--- config.mk ---
export PLATFORM = sky130hd
export DESIGN_NAME = key_matrix_resp
export DESIGN_NICKNAME = d
export VERILOG_FILES = /design/src/rtl/key_matrix_resp.sv
export SDC_FILE = /design/constraint.sdc
export NUM_CORES = 1
export LEC_CHECK = 0
export CAP_MARGIN = 10
export CELL_PAD_IN_SITES_DETAIL_PLACEMENT = 0
export CELL_PAD_IN_SITES_GLOBAL_PLACEMENT = 1
export CORE_MARGIN = 1.5
export CORE_UTILIZATION = 49
export DETAILED_ROUTE_END_ITERATION = 8
export PLACE_DENSITY = 0.82
export SETUP_SLACK_MARGIN = 0.3
export SLEW_MARGIN = 10
export SYNTH_ARGS = -nofsm -noshare
export SYNTH_HDL_FRONTEND = slang
export SYNTH_SLANG_ARGS = --single-unit
--- constraint.sdc ---
create_clock -name clk -period 4.8 [get_ports clk]
set_input_delay 0.96 -clock clk [delete_from_list [all_inputs] [get_ports clk]]
set_output_delay 0.96 -clock clk [all_outputs]
set_load 0.02 [all_outputs]
--- src/rtl/key_matrix_resp.sv ---
// Key-matrix responder: synchronises and debounces a host key bitmap, answers MCU row strobes
// after a settle delay, and pulses an active-low interrupt on new presses. Ghosting: KEY_MATRIX_GHOST_EN.
module key_matrix_resp #(
  parameter int ROWS     = 8,
  parameter int COLS     = 4,
  parameter int DEBOUNCE = 16,
  parameter int TICK_DIV = 1024,
  parameter int SETTLE   = 2,
  parameter int INT_W    = 8
) (
  input  logic                 clk,
  input  logic                 _reset,
  input  logic [ROWS-1:0]      strobe,
  input  logic [ROWS*COLS-1:0] keys,
  output logic [COLS-1:0]      ret,
  output logic                 _int,
  output logic                 press_evt,
  output logic [ROWS*COLS-1:0] stable_keys
);

  localparam int NK = ROWS * COLS;
  localparam int DW = $clog2(DEBOUNCE + 1);
  localparam int TW = $clog2(TICK_DIV);
  localparam int SW = (SETTLE > 0) ? $clog2(SETTLE + 1) : 1;
  localparam int IW = $clog2(INT_W + 1);

  logic [NK-1:0]   sync1, ksync;
  logic [NK-1:0]   stable_next, newpress, eff;
  logic [TW-1:0]   tick_cnt;
  logic            tick;
  logic [DW-1:0]   dcnt      [NK];
  logic [DW-1:0]   dcnt_next [NK];
  logic [ROWS-1:0] strobe_q, strobe_q_prev;
  logic [SW-1:0]   settle_cnt;
  logic [IW-1:0]   int_cnt;
  logic [COLS-1:0] m;

  always_comb tick = (tick_cnt == TW'(TICK_DIV - 1));

  always_comb begin
    stable_next = stable_keys;
    for (int unsigned k = 0; k < NK; k++) begin
      dcnt_next[k] = '0;
      if (ksync[k] != stable_keys[k]) begin
        if (tick) begin
          if (dcnt[k] == DW'(DEBOUNCE - 1)) stable_next[k] = ksync[k];
          else                              dcnt_next[k] = dcnt[k] + 1'b1;
        end else begin
          dcnt_next[k] = dcnt[k];
        end
      end
    end
  end

  always_comb newpress = stable_next & ~stable_keys;

  always_comb begin
    eff = stable_keys;
`ifdef KEY_MATRIX_GHOST_EN
    // A pressed rectangle corner (r,c2),(r2,c2),(r2,c) sneaks current into (r,c) without diodes.
    for (int unsigned r = 0; r < ROWS; r++)
      for (int unsigned c = 0; c < COLS; c++)
        for (int unsigned r2 = 0; r2 < ROWS; r2++)
          for (int unsigned c2 = 0; c2 < COLS; c2++)
            if (r2 != r && c2 != c && stable_keys[r*COLS+c2] &&
                stable_keys[r2*COLS+c2] && stable_keys[r2*COLS+c])
              eff[r*COLS+c] = 1'b1;
`endif
    m = '0;
    for (int unsigned r = 0; r < ROWS; r++)
      for (int unsigned c = 0; c < COLS; c++)
        if (strobe_q[r] && eff[r*COLS+c]) m[c] = 1'b1;
  end

  always_comb _int = (int_cnt == '0);

  always_ff @(posedge clk) begin
    if (!_reset) begin
      sync1         <= '0;
      ksync         <= '0;
      tick_cnt      <= '0;
      stable_keys   <= '0;
      for (int unsigned k = 0; k < NK; k++) dcnt[k] <= '0;
      press_evt     <= 1'b0;
      int_cnt       <= '0;
      strobe_q      <= '0;
      strobe_q_prev <= '0;
      settle_cnt    <= '0;
      ret           <= '0;
    end else begin
      sync1       <= keys;
      ksync       <= sync1;
      tick_cnt    <= tick ? '0 : tick_cnt + 1'b1;
      stable_keys <= stable_next;
      dcnt        <= dcnt_next;
      press_evt   <= |newpress;
      if (|newpress)          int_cnt <= IW'(INT_W);
      else if (int_cnt != '0) int_cnt <= int_cnt - 1'b1;

      strobe_q      <= strobe;
      strobe_q_prev <= strobe_q;
      if (SETTLE == 0)                  ret        <= m;
      else if (strobe_q != strobe_q_prev) settle_cnt <= SW'(SETTLE);
      else if (settle_cnt != '0)        settle_cnt <= settle_cnt - 1'b1;
      else                              ret        <= m;
    end
  end

endmodule
### Where the registers sit

Other sequential cells in the stronger grey, the rest of the logic in the fainter grey.
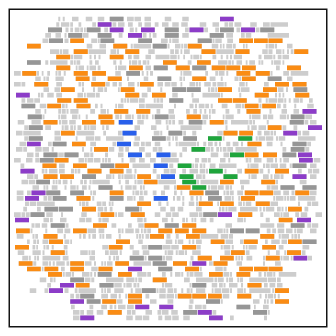
| name in the netlist | colour | sequential cells |
|---|---|---|
| `sync1` | purple | 32 |
| `dcnt` | orange | 160 |
| `tick_cnt` | green | 10 |
| `strobe_q_prev` | blue | 8 |
not coloured: 83

### Routed metal, one colour a layer

Scale bar: 50 µm.
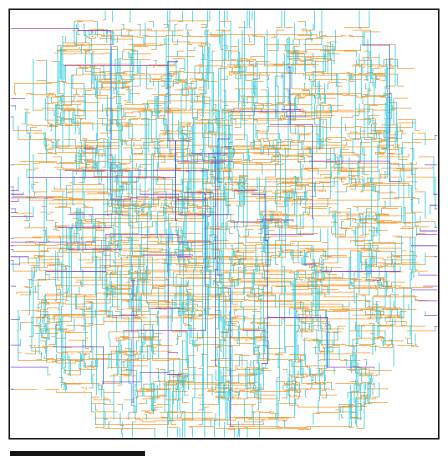
| layer | colour | wire length |
|---|---|---|
| M3 | purple | 1000 µm |
| M1 | orange | 12700 µm |
| M4 | blue | 656 µm |
| M2 | cyan | 11300 µm |
WL final: 25.68 mm
Global Route Usage Sum: 0.2094

### Clock wiring as the flow saved it

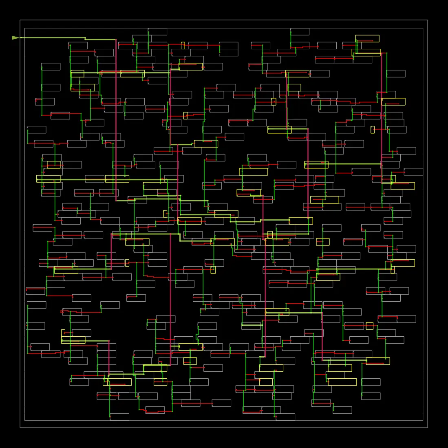
Latency at later pin: 0.55 ns
P_clk: 2.43 mW

### Ports around the boundary

Pins as bars across the die edge, other pins in grey.
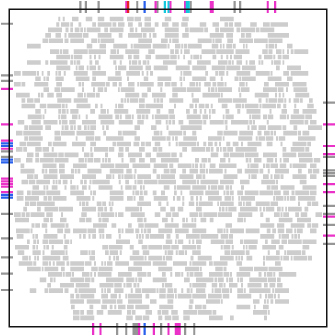
| port | colour | pins | direction | edge |
|---|---|---|---|---|
| `_reset` | red | 1 | input | top |
| `ret` | cyan | 4 | output | top |
| `stable_keys` | magenta | 32 | output | 9 left, 8 bottom, 8 top, 7 right |
| `strobe` | blue | 8 | input | 6 left, 1 bottom, 1 top |
all pins by edge: 25 left, 22 top, 17 bottom, 16 right
Die Wd: 158.2 µm
die outline height: 158.2 µm
PortBufs: 79

## metal layers
metal	vias to the layer above	track usage
met1	4026	0.2885
li1	4433	-
met4	0	0.05964
met5	-	0
met2	145	0.3381
met3	43	0.03394
## state kept, by name, summed over array words and instances (netlist names)
signal,count
dcnt,160
int_cnt,4
ksync,32
press_evt,1
ret,4
settle_cnt,2
stable_keys,32
strobe_q,8
strobe_q_prev,8
sync1,32
tick_cnt,10
## kinds of logic (layout without fill, tap and decap cells)
| logic type | Yosys count | after routing |
|---|---|---|
| DFF | 293 | 293 |
| AOI/OAI and AO/OA | 116 | 116 |
| muxes | 28 | 28 |
| buffers and inverters | 50 | 148 |
| adders and majority gates | 34 | 34 |
| xor gates and xnor gates | 132 | 132 |
| and+or+nand+nor | 596 | 596 |
==> flow_metrics.py <==
# Physical implementation metrics
metrics = {
    "synth": {
        "synth-adder-area-share": 0.03605,
        "ff_type": "dfxtp_1",
        "syn_inst": 1249,
        "top_area_cell": "dfxtp_1",
        "yosys_area_um2": 11800,
        "most_common_cell": "dfxtp_1",
    },
    "global_route": {
        "grt_max_degree": 65,
    },
    "worst_setup_path": {
        "end_kind": "output port",
        "cp_max_fo": 4,
        "slowest_delay_ns": 0.69,
        "critPathLaunch": "int_cnt[0]",
    },
    "final_timing": {
        "finalClockSkew_ns": 0.01249,
        "finalWorstSetupSlack_ns": 1.595,
        "finalMaxSlewViolations": 0,
        "setup_viol": 0,
    },
    "floorplanning": {
        "chip_area_um2": 25020,
        "initCoreUtil": 0.5013,
        "rows": 56,
        "tap_cells": 319,
    },
    "detailed_routing": {
        "wl_per_cell_um": 15.41,
        "met2WireLength_mm": 11.30,
    },
    "final_layout": {
        "largestClassByArea": "flip-flops and latches",
        "seq_area_um2": 5866,
        "final_cell_count_no_fill": 1666,
    },
    "worst_hold_path": {
        "hp-start": "sync1[3]",
        "min_to": "ksync[3]",
        "hold_path_class": "reg -> reg",
    },
    "pwr": {
        "p_sw_frac": 0.2075,
    },
    "clock_tree": {
        "clk_path_buf_depth": 3,
        "cts_tree": "built",
    },
    "place": {
        "gp_congestion": 0.7944,
        "placed_area_um2": 12860,
    },
    "run_status": {
        "status": "completed",
    },
}
No activity file was given, so power comes from the tool's default toggle rates.
